Design tunnel_map, sky130hd; sources not shown.
### Clock wires, drivers and flops, run 1

The bar under the picture is 50 µm long.
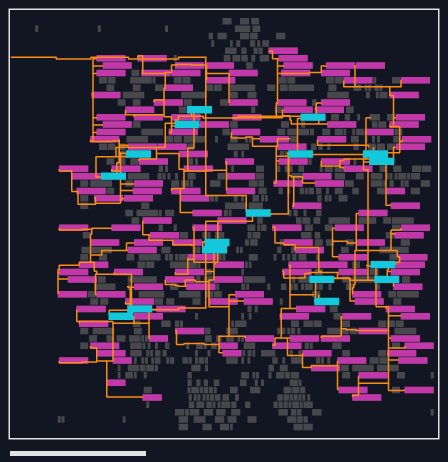
flip-flops: shown in magenta, count 157. clock wires: shown in orange, length 2,150 µm. clock drivers: shown in cyan, count 17.
Position of the flops: all over the die.
Clock power frac: 0.406
skew final: 0.009833 ns
Worst-Skew Late Latency: 0.44 ns

### Cells colored by class, run 1

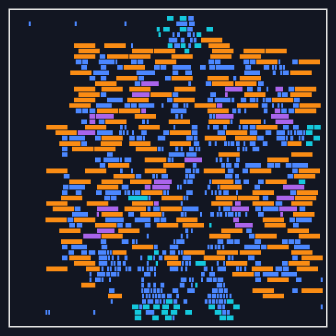
flops: shown in orange, cells 157. combinational and other logic: shown in blue, cells 485. other buffers and delay cells: shown in cyan, cells 44. clock drivers and dummy loads: shown in purple, cells 32.
design area: 9726 µm²
sequential share of cell area: 0.4775
core box area: 23,610 µm²

### Wiring heat map, run 1

The die is cut into 32 by 32 equal tiles; dark blue is low, red is high, scaled to the fullest tile. Values are wire area over tile area, all layers added.
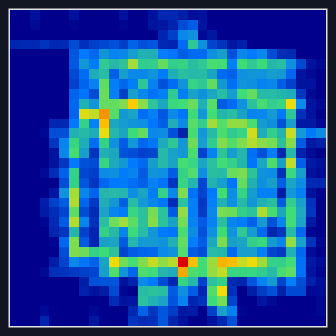
11% of the tiles are over half the peak. 28% of the tiles are nearly empty. The fullest tile reaches 0.71. The mean over all tiles is 0.16.
Tot GR Track Use: 0.2093
WL per Instance: 23.66 µm
WL final: 24,540 µm

### Clock nets, run 1

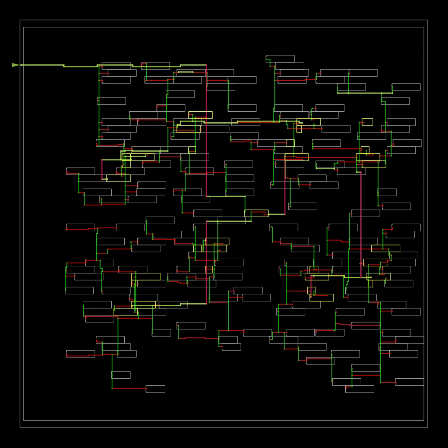
sequential cells: 157
clock sink count: 157

==> deck_impl_summary.md, run 1 <==
Implementation Results

Status
  • Status: finished with violations
  • Violated checks: max-capacitance violations, max-slew violations

Flow run
  • Tool warnings: 51
  • Max-Cap Viols: 8

Placed design
  • I/O Buffers: 32
  • Final HPWL DP: 15,250 µm

STA
  • Slew @ Worst Pin: 3.523 ns
  • Fin. Hold Viols: 0
  • Setup-failing EPs final: 0
  • Slew Limit Fails: 224
  • Crit share post-route: 0.6248
  • Slew margin rel.: -1.349
  • Maximum clock rate: 0.09843 GHz

Synth
  • Main flop type: edfxtp_1
  • Cell taking the most area after synthesis: edfxtp_1
  • Yosys Warn Count: 0
  • Dominant cell area share: 0.5299
  • Netlist cell types: 56
  • Ys flops: 157
  • Yosys cell count: 681

Drt
  • Starting DRT DRC Count: 497
  • Vias: 6,210
  • Pre-Repair DR Iteration Count: 5

Min path
  • Hold Path Depth: 2
  • Hold Crit Class: reg2reg

Global routing
  • GRT overflow: 0

Finish
  • Reg area: 4644 µm²
  • Antenna Cells: 0
  • P&R area growth vs syn: 14.41%

Pwr
  • Sequential power share: 0.471
  • Peak supply drop: 0.07192 mV
  • Int Pwr: 0.7423 mW
  • Net Switching: 0.2571 mW
  • Comb pwr share: 0.123
  • Leakage dissipation: 3.300 nW

Clock tree
  • Clock buffer depth: 2
  • Clk root buf: clkbuf_16
  • TritonCTS buffer count: 17
  • Post-CTS Setup Bufs: 0
  • H-tree levels: 4

Setup path
  • Crit-path leading delay family: buffers and inverters
## run 1: power groups by stage
stage	Sequential [mW]	Combinational (mW)	Clock [mW]
after floorplan	0.479	0.0834	0
after global placement	0.478	0.120	0
after detailed placement	0.479	0.122	0
after CTS	0.470	0.122	0.410
after global routing	0.473	0.132	0.424
final	0.471	0.122	0.406
## run 1: kinds of logic after synthesis
family	Yosys count	synth area share
AND-OR/OR-AND	199	0.1835
AND/OR/NAND/NOR	179	0.09141
flip-flops	157	0.5464
buffers and inverters	63	0.03312
multiplexers	51	0.1066
XOR/XNOR	18	0.01943
adder cells (fa/ha/maj)	13	0.01914
other	1	0.0004411
## run 1: through the flow
| step | cells | util |
|---|---|---|
| 2_1_floorplan | 688 | - |
| 3_3_place_gp | 1002 | 0.3866 |
| 3_5_place_dp | 1002 | 0.3866 |
| 4_1_cts | 1034 | 0.4114 |
| 5_1_grt | 1037 | 0.4119 |
| 6_report | 1037 | 0.4119 |
## run 1: tightest hold or removal path, delay by kind of cell, from the launching register on
family           cells  cell delay, ns
flip-flops           1            0.34
AND-OR/OR-AND        1            0.06
AND/OR/NAND/NOR      1            0.05
## run 1: cell usage in the layout (no fill, tap or decap), types with 3 or more instances in the layout
cell and count:
clkbuf_1 4, nand2_1 81, nor3_1 11, buf_4 6, o21ai_0 36, a41oi_1 3, o31ai_1 3, a22o_1 120
xnor2_1 9, a31oi_1 3, nor2_1 47, mux4_2 26, inv_1 15, dfxtp_1 7, clkbuf_16 17, nand2b_1 5
mux2i_1 17, clkdlybuf4s50_1 26, inv_6 5, xor2_1 8, nor2b_1 5, o22ai_1 5, dlygate4sd3_1 5, nand3_1 6
conb_1 8, nand4_1 6, and2_1 4, a21oi_1 7, ha_1 13, a2111oi_0 3, or3_1 5, mux4_1 4
edfxtp_1 150, mux2_2 4, o221ai_1 4
## run 1: final cells by class
type	count	share of cell area
clock buffer	17	0.04374
tap	319	0.04104
clock inverter	15	0.01660
timing repair buffer	44	0.04297
sequential	157	0.4775
multi-input combinational	468	0.3715
inverter	17	0.006561
## run 1: metal layers
metal  GRT usage  wire, µm
met1      0.2796     10740
met2      0.3266     11560
met3     0.05174      1709
met4     0.07952       535
met5           0         0
### The metal 4 layer, run 1

Cells faint in the background.
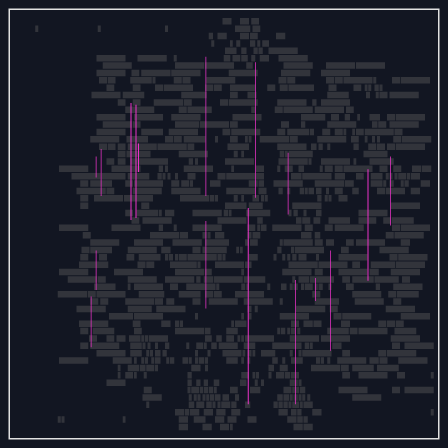

==> run 2, diff against run 1 <==
--- a/config.mk
+++ b/config.mk
@@ -10,7 +10,7 @@
 export CORE_UTILIZATION = 35
 export CTS_CLUSTER_SIZE = 20
 export DETAILED_ROUTE_END_ITERATION = 10
-export PLACE_DENSITY = 0.53
+export PLACE_DENSITY = 0.55
 export RECOVER_POWER = 100
 export SKIP_LAST_GASP = 1
 export SYNTH_ARGS = -nofsm -noshare
==> constraint.sdc (replaced) <==
create_clock -name clk -period 8.98 [get_ports clk]
set_input_delay 1.796 -clock clk [delete_from_list [all_inputs] [get_ports clk]]
set_output_delay 1.796 -clock clk [all_outputs]
set_load 0.03 [all_outputs]
### The metal 4 layer, run 2

Cells faint in the background.
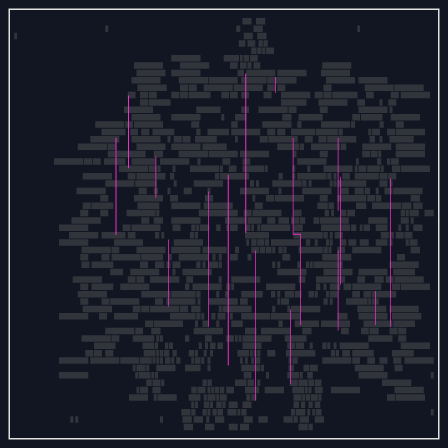
The longest straight run is 70.0 µm. 12 nets have wire on it.
Vias: 6,250
WL final: 24,760 µm

==> run 2 against run 1 <==
Effect of this change: the run still ends with max-capacitance violations, max-slew violations left; final area stayed put; setup slack got worse by 2.7 ns; flip-flop count did not move; largest cell class unchanged; largest power group unchanged.
==> deck_impl_summary.md, run 2 <==
Implementation Results

Finish
  • Top Layout Cells: 150 x edfxtp_1, 120 x a22o_1, 81 x nand2_1
  • Most common logic cell in the routed design: edfxtp_1
  • P&R area growth vs syn: 14.41% (unchanged)
  • Antenna Cells: 0 (unchanged)

Clock tree
  • TritonCTS buffer count: 17 (unchanged)
  • Clk root buf: clkbuf_16
  • Post-CTS Setup Bufs: 0 (unchanged)
  • H-tree levels: 4 (unchanged)
  • Worst-Skew Late Latency: 0.44 ns (about the same)
  • Clock buffer depth: 2 (unchanged)
  • Register clock-pin slew on the reported worst setup and hold paths: 0.06 ns
  • TritonCTS clock tree: done
  • Clock sink count: 157 (unchanged)

Drt
  • Metal3 WL: 2066 µm (+21%)
  • WL per Instance: 23.93 µm (+1.1%)
  • Vias/cell: 6.039
  • Pre-Repair DR Iteration Count: 5 (unchanged)
  • Metal-1 WL: 10,250 µm (-4.5%)
  • Top Metal Used: met4
  • Met2 WL: 11,850 µm (+2.5%)
  • Starting DRT DRC Count: 706 (+42%)

Synth
  • Yosys cell count: 681 (unchanged)
  • Syn_area_per_cell: 12.48 µm²
  • Netlist cell types: 56 (unchanged)
  • Cell taking the most area after synthesis: edfxtp_1
  • Main flop type: edfxtp_1
  • Dominant cell area share: 0.5299 (unchanged)
  • Yosys Warn Count: 0 (unchanged)
  • Ys flops: 157 (unchanged)

Placed design
  • Gpl congestion: 0.8879
  • Final HPWL DP: 15,050 µm (-1.4%)
  • I/O Buffers: 32 (unchanged)

Floorplan
  • Core box area: 23,610 µm² (unchanged)
  • Initial Utilization: 0.3600

Setup path
  • Reg2Reg Setup Slack: 5.99 ns
  • Crit path kind: in2reg
  • Worst-path maximum fanout: 15

Min path
  • Hold Path Depth: 1 (-1)
  • Hold Crit Class: reg2reg

STA
  • Maximum clock rate: 0.1796 GHz
  • Slew margin rel.: -1.054 (+0.2944)
  • Crit share post-route: 0.6202
  • Fin. Hold Viols: 0 (unchanged)
  • Slew Limit Fails: 64 (-71%)
  • Setup-failing EPs final: 0 (unchanged)
  • Slew @ Worst Pin: 3.058 ns (-0.4651 ns)
  • Skew final: 0.008202 ns (-0.001631 ns)

Global routing
  • GRT overflow: 0 (unchanged)
  • Tot GR Track Use: 0.2092 (about the same)

Status
  • Violated checks: max-capacitance violations, max-slew violations
  • Status: finished with violations

Flow run
  • Max-Cap Viols: 4 (-4)
  • Tool warnings: 53 (+3.9%)

Pwr
  • Peak supply drop: 0.1318 mV (+83%)
  • Leakage dissipation: 3.293 nW (-0.22%)
### Cells colored by class, run 2

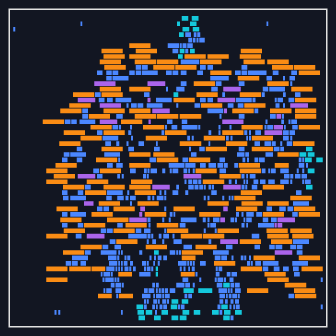
clock drivers and dummy loads: shown in purple, cells 32. flops: shown in orange, cells 157. combinational and other logic: shown in blue, cells 485. other buffers and delay cells: shown in cyan, cells 42.
fin util: 0.4119
num rows: 56

run 2: cell counts after synthesis:
Identical to the previous run, type by type.
run 2: cell families (layout without fill, tap and decap cells):
kind of cell / after synthesis / in the layout / synth area share
buf+inv: 63 / 91 / 0.03312
other cells: 1 / 8 / 0.0004411
xor+xnor: 18 / 18 / 0.01943
fa+ha+maj: 13 / 13 / 0.01914
mux: 51 / 51 / 0.1066
simple gates: 179 / 179 / 0.09141
flops: 157 / 157 / 0.5464
compound gates: 199 / 199 / 0.1835
run 2: metal layers:
metal | GRT usage | vias to the layer above
li1 | - | 2741
met5 | 0 | -
met2 | 0.3293 | 260
met1 | 0.2669 | 3211
met3 | 0.06789 | 38
met4 | 0.07859 | 0
run 2: power by group:
part	internal, mW	leakage, nW	switching, mW
Sequential	0.837	1.47	0.0153
Clock	0.450	0.281	0.301
Combinational	0.0902	1.54	0.132
Total	1.38	3.29	0.449
run 2: through the flow:
step                        util  instances  cell area [µm²]  hold WS (ns)  total power [mW]
after CTS                 0.4123       1032             9734        0.5537             1.833
after detailed placement  0.3867       1000             9131        0.5380             1.089
final                     0.4119       1035             9726        0.5559             1.826
after global routing      0.4119       1035             9726        0.5824             1.879
after global placement    0.3867       1000             9131        0.5097             1.083
after floorplan                -        688             8529        0.4961             1.015
run 2: worst max-delay path, stage by stage:
cell and delay (ns):
dlygate4sd3_1 0.57, inv_1 0.05, ha_1 0.23, nand2b_1 0.14
xnor2_1 0.14, nand2_1 0.09, nor2_1 0.09, a21oi_1 0.09
nor3_1 2.30, a22o_1 0.35
run 2: layout make-up:
type | instances | area, µm² | share of cell area
well taps | 319 | 399.1 | 0.04104
repair buffers | 42 | 402.9 | 0.04143
multi-input cells | 468 | 3612 | 0.3714
clock buffers | 21 | 460.4 | 0.04734
clock inverters | 11 | 142.6 | 0.01467
inverters | 17 | 63.81 | 0.006561
flip-flops and latches | 157 | 4644 | 0.4775
Power figures rest on the tool's default switching activity, not on a simulated workload.
